$ cat src/rtl/dp_sched.sv
// rtl/dp_sched.sv - start/done sequencer for one dp_core: per-split NTT then MADD passes with a wait-state watchdog
module dp_sched #(
  parameter int NUM_SPLIT = 4,
  parameter int TIMEOUT_W = 16,
  parameter int TIMEOUT   = 50000
) (
  input  logic       clk,
  input  logic       rst,
  input  logic       i_start,
  input  logic [1:0] i_num_split,
  output logic       o_busy,
  output logic       o_done,
  output logic       o_err,
  output logic       o_ntt_start,
  input  logic       i_ntt_done,
  output logic       o_madd_start,
  input  logic       i_madd_done,
  output logic [1:0] o_idx_split
);

  typedef enum logic [2:0] {
    IDLE      = 3'd0,
    NTT_GO    = 3'd1,
    NTT_WAIT  = 3'd2,
    MADD_GO   = 3'd3,
    MADD_WAIT = 3'd4
  } state_t;

  localparam logic [1:0]           MAX_SPLIT = 2'(NUM_SPLIT - 1);
  localparam logic [TIMEOUT_W-1:0] TIMEOUT_V = TIMEOUT_W'(TIMEOUT);
  localparam logic                 WD_EN     = (TIMEOUT != 0);

  state_t               state_q, state_d;
  logic [1:0]           last_q, last_d;
  logic [1:0]           idx_q, idx_d;
  logic [TIMEOUT_W-1:0] cnt_q, cnt_d;
  logic                 busy_q, busy_d;
  logic                 done_q, done_d;
  logic                 err_q, err_d;
  logic                 ntt_start_q, ntt_start_d;
  logic                 madd_start_q, madd_start_d;
  logic                 ntt_prev_q, madd_prev_q;

  logic                 ntt_ev, madd_ev, timeout_hit;
  logic [TIMEOUT_W-1:0] cnt_inc;

  // A level already high when a wait begins never produces an event.
  assign ntt_ev      = i_ntt_done & ~ntt_prev_q;
  assign madd_ev     = i_madd_done & ~madd_prev_q;
  assign cnt_inc     = cnt_q + TIMEOUT_W'(1);
  assign timeout_hit = WD_EN && (cnt_inc == TIMEOUT_V);

  always_comb begin
    state_d = state_q;
    last_d  = last_q;
    idx_d   = idx_q;
    cnt_d   = cnt_q;
    err_d   = err_q;
    done_d  = 1'b0;

    case (state_q)
      IDLE: begin
        if (i_start) begin
          last_d  = (i_num_split > MAX_SPLIT) ? MAX_SPLIT : i_num_split;
          idx_d   = 2'd0;
          err_d   = 1'b0;
          state_d = NTT_GO;
        end
      end
      NTT_GO: begin
        cnt_d   = '0;
        state_d = NTT_WAIT;
      end
      NTT_WAIT: begin
        if (ntt_ev) begin
          state_d = MADD_GO;
        end else if (timeout_hit) begin
          err_d   = 1'b1;
          state_d = IDLE;
        end else begin
          cnt_d = cnt_inc;
        end
      end
      MADD_GO: begin
        cnt_d   = '0;
        state_d = MADD_WAIT;
      end
      MADD_WAIT: begin
        if (madd_ev) begin
          if (idx_q == last_q) begin
            done_d  = 1'b1;
            state_d = IDLE;
          end else begin
            idx_d   = idx_q + 2'd1;
            state_d = NTT_GO;
          end
        end else if (timeout_hit) begin
          err_d   = 1'b1;
          state_d = IDLE;
        end else begin
          cnt_d = cnt_inc;
        end
      end
      default: state_d = IDLE;
    endcase

    // Outputs are decoded from the next state so they appear registered in the state's own cycle.
    busy_d       = (state_d != IDLE);
    ntt_start_d  = (state_d == NTT_GO);
    madd_start_d = (state_d == MADD_GO);
  end

  always_ff @(posedge clk or posedge rst) begin
    if (rst) begin
      state_q      <= IDLE;
      last_q       <= 2'd0;
      idx_q        <= 2'd0;
      cnt_q        <= '0;
      busy_q       <= 1'b0;
      done_q       <= 1'b0;
      err_q        <= 1'b0;
      ntt_start_q  <= 1'b0;
      madd_start_q <= 1'b0;
      ntt_prev_q   <= 1'b0;
      madd_prev_q  <= 1'b0;
    end else begin
      state_q      <= state_d;
      last_q       <= last_d;
      idx_q        <= idx_d;
      cnt_q        <= cnt_d;
      busy_q       <= busy_d;
      done_q       <= done_d;
      err_q        <= err_d;
      ntt_start_q  <= ntt_start_d;
      madd_start_q <= madd_start_d;
      ntt_prev_q   <= i_ntt_done;
      madd_prev_q  <= i_madd_done;
    end
  end

  assign o_busy       = busy_q;
  assign o_done       = done_q;
  assign o_err        = err_q;
  assign o_ntt_start  = ntt_start_q;
  assign o_madd_start = madd_start_q;
  assign o_idx_split  = idx_q;

endmodule

$ cat config.mk
export PLATFORM = sky130hd
export DESIGN_NAME = dp_sched
export DESIGN_NICKNAME = d
export VERILOG_FILES = /design/src/rtl/dp_sched.sv
export SDC_FILE = /design/constraint.sdc
export NUM_CORES = 1
export LEC_CHECK = 0
export CAP_MARGIN = 20
export CORE_MARGIN = 8
export CORE_UTILIZATION = 52
export DETAILED_ROUTE_END_ITERATION = 10
export PLACE_DENSITY_LB_ADDON = 0.25
export REMOVE_ABC_BUFFERS = 1
export SKIP_LAST_GASP = 1
export SLEW_MARGIN = 25
export SYNTH_ARGS = -nofsm -noshare
export SYNTH_HDL_FRONTEND = slang
export SYNTH_SLANG_ARGS = --single-unit
$ cat constraint.sdc
create_clock -name clk -period 2.2 [get_ports clk]
set_clock_uncertainty 0.1 [all_clocks]
set_input_delay 0.44 -clock clk [delete_from_list [all_inputs] [get_ports clk]]
set_output_delay 0.44 -clock clk [all_outputs]
set_load 0.01 [all_outputs]
Fig. 1: placement by cell class
Bar = 20 um.
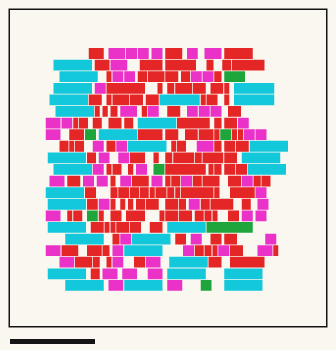
colour	class	cells	share of their area
red	combinational and other logic	147	46%
cyan	flops	30	30%
magenta	other buffers and delay cells	60	20%
green	clock drivers and dummy loads	7	3.3%
fin util: 77.1%
Std-Cell Core Area: 3280 um^2

Fig. 2: drive-strength map
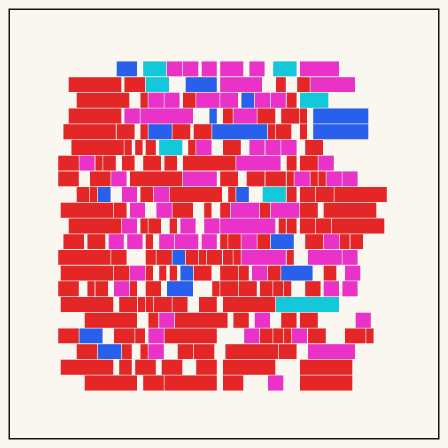
colour	size	cells	share
blue	_2 cells	17	7.0%
red	_0 and _1 cells	156	64%
cyan	_6 and larger	7	2.9%
magenta	_3 and _4 cells	64	26%
Finished Cell Area: 2530 um^2
Non-clk bufs: 60

==> results_slide.txt <==
Run Summary

Clocking
  • CTS Buf Count: 5
  • CTS tree: yes
  • H-tree depth: 2

Timing
  • Worst-Margin Slew: a little over 0.7 ns
  • Max transition margin: around 53%
  • Setup TNS: -2.95 ns
  • Final Setup Violations: 19
  • Fin crit period: between 2 and 2.5 ns
  • Final WS setup: -0.245 ns

Pwr
  • Cell leakage power: about 0.0012 uW
  • Sw Pwr: between 1000 and 1500 uW
  • Pwr Density: around 1100 nW/um^2
  • Peak VDD IR: between 800 and 900 uV
  • Total power: between 2000 and 3000 uW

Status
  • Outcome: finished, violations left
  • Failing checks: negative setup slack

Place
  • DP HPWL: ~3300 um
  • Global placement routability congestion: approximately 0.84

Finish
  • Ant diodes: 0
  • Post-Layout Cell Count: approximately 290
  • Post-layout net count: approximately 250
  • # fillers: 217
  • Fraction of layout cells with a size suffix above 1: between 30% and 40%

Drt
  • Pre-Repair DR Iteration Count: 4
  • Via density: around 6.0
  • ANT nets after route: 0

Critical path
  • Kind of critical path: register to register
  • Crit-path cells: buf_6 > buf_6 > and3_4 > nand3_1 > o22a_1 > or4b_4 > o21ai_4 > mux2i_1
  • CP endpoint kind: register
  • Crit-path slowest cell: or4b_4
  • Most Frequent Cell on Critical Path: buf_6
  • R2R cell count: 8

Job
  • Max_cap viols: 0

Floorplan
  • Die W: ~74 um
  • DIE AREA: between 5000 and 6000 um^2
  • Die H: between 70 and 80 um

Global routing
  • First-pass GRT wire length: 7600 um
  • Grt ovf: 0

Min path
  • Hold WC Path Type: primary input to asynchronous set/reset pin
Fig. 3: port wiring
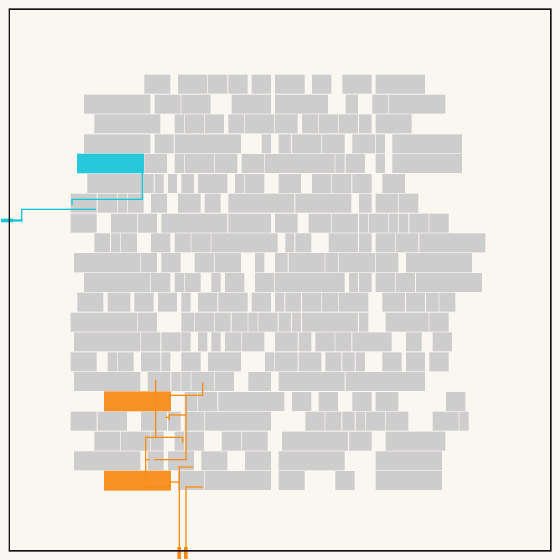
colour	port	bits	direction	edge	end cells	buffers	wire
cyan	o_madd_start	1	output	left	1	1	27.2 um
orange	o_idx_split	2	output	bottom	2	2	72.5 um
# IOs: 14
Port Buf Inserts: 13

Fig. 4: wire density map
Bar = 20 um. The die is cut into 15 by 15 equal tiles; dark purple is low, yellow is high, scaled to the fullest tile. Values are wire area over tile area, all layers added.
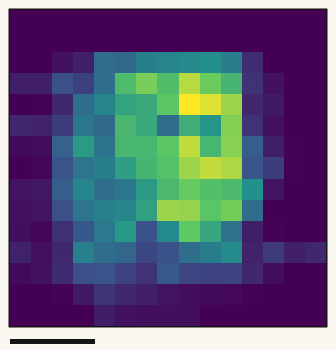
emptiest ninth of the die	lower right
tiles over half the peak	19%
nearly empty tiles	34%
WL final: 5040 um
routed length per instance: 17.4 um
via count: 1743

metal layers:
layer / global-route usage (%) / share of wire, % / vias up
li1: - / - / 809
met2: 30.1 / 50 / 72
met1: 20.4 / 40 / 843
met5: 0 / 0 / -
met3: 4.99 / 6.2 / 19
met4: 10.9 / 3.3 / 0
registers in the layout (all words and copies together), names as in the netlist:
| name | flops |
|---|---|
| o_done | 1 |
| ntt_prev_q | 1 |
| madd_prev_q | 1 |
| o_ntt_start | 1 |
| state_q | 3 |
| o_madd_start | 1 |
| o_idx_split | 2 |
| cnt_q | 16 |
| o_busy | 1 |
| last_q | 2 |
| o_err | 1 |
cell families after synthesis:
| group | Yosys count | synth area share [%] |
|---|---|---|
| xor+xnor | 5 | 2.49 |
| mux | 8 | 4.77 |
| buf+inv | 17 | 4.20 |
| simple gates | 81 | 25.7 |
| compound gates | 43 | 19.4 |
| fa+ha+maj | 1 | 0.712 |
| flops | 30 | 42.7 |
timing repair:
| action | CTS | global route |
|---|---|---|
| pin swaps | 15 | 10 |
| buffers inserted | 0 | 5 |
| resized | 21 | 17 |
| cloned | 1 | 1 |
| setup endpoints to repair | 20 | 20 |
critical path, delay by kind of cell, from the launching register on:
| kind | cells | cell delay (ns) |
|---|---|---|
| flops | 1 | 0.41 |
| simple gates | 3 | 0.92 |
| compound gates | 2 | 0.51 |
| mux | 1 | 0.20 |
| buf+inv | 2 | 0.24 |
Yosys cell counts (all sizes together):
| master | count |
|---|---|
| nor3 | 5 |
| o2111ai | 2 |
| nand3 | 7 |
| nor2 | 13 |
| a21oi | 2 |
| a211oi | 1 |
| o22a | 2 |
| o21ai | 7 |
| nand2b | 5 |
| mux2 | 3 |
| a21o | 1 |
| or4b | 1 |
| and3b | 2 |
| and2 | 1 |
| or2 | 1 |
| mux2i | 5 |
| or3 | 3 |
| buf | 4 |
| o221a | 1 |
| o21a | 1 |
| and4 | 2 |
| xor2 | 2 |
| nor2b | 4 |
| inv | 7 |
| a22oi | 1 |
| nor3b | 3 |
| o211ai | 7 |
| ha | 1 |
| nor4 | 4 |
| nand3b | 2 |
| o211a | 1 |
| nand2 | 20 |
| nand4 | 3 |
| o31ai | 1 |
| o221ai | 5 |
| clkbuf | 6 |
| dfrtp | 30 |
| a22o | 11 |
| and3 | 5 |
| xnor2 | 3 |
worst paths after layout:
check	from	to	slack (ns)
min in group clk	o_err	o_err	0.40
min	rst	o_done	0.37
max in group asynchronous	rst	cnt_q[6]	1.33
max reg2reg	cnt_q[0]	cnt_q[1]	-0.24
min reg2reg	o_err	o_err	0.40
max	cnt_q[0]	cnt_q[1]	-0.24
cell type report:
class / count / area, um^2 / area share (%)
clock inverters: 1 / 30.0 / 1.19
repair buffers: 60 / 502 / 19.8
multi-input cells: 140 / 1110 / 43.9
inverters: 7 / 26.3 / 1.04
well taps: 46 / 57.6 / 2.27
clock buffers: 6 / 51.3 / 2.03
flip-flops and latches: 30 / 754 / 29.8
power by group through the flow:
stage	logic, uW	clock network (uW)	registers, uW
6_report	1490	449	813
5_1_grt	1600	480	829
4_1_cts	1330	462	796
3_5_place_dp	1250	0	798
3_3_place_gp	1210	0	787
2_1_floorplan	667	0	838
Power and IR drop assume default switching activity.
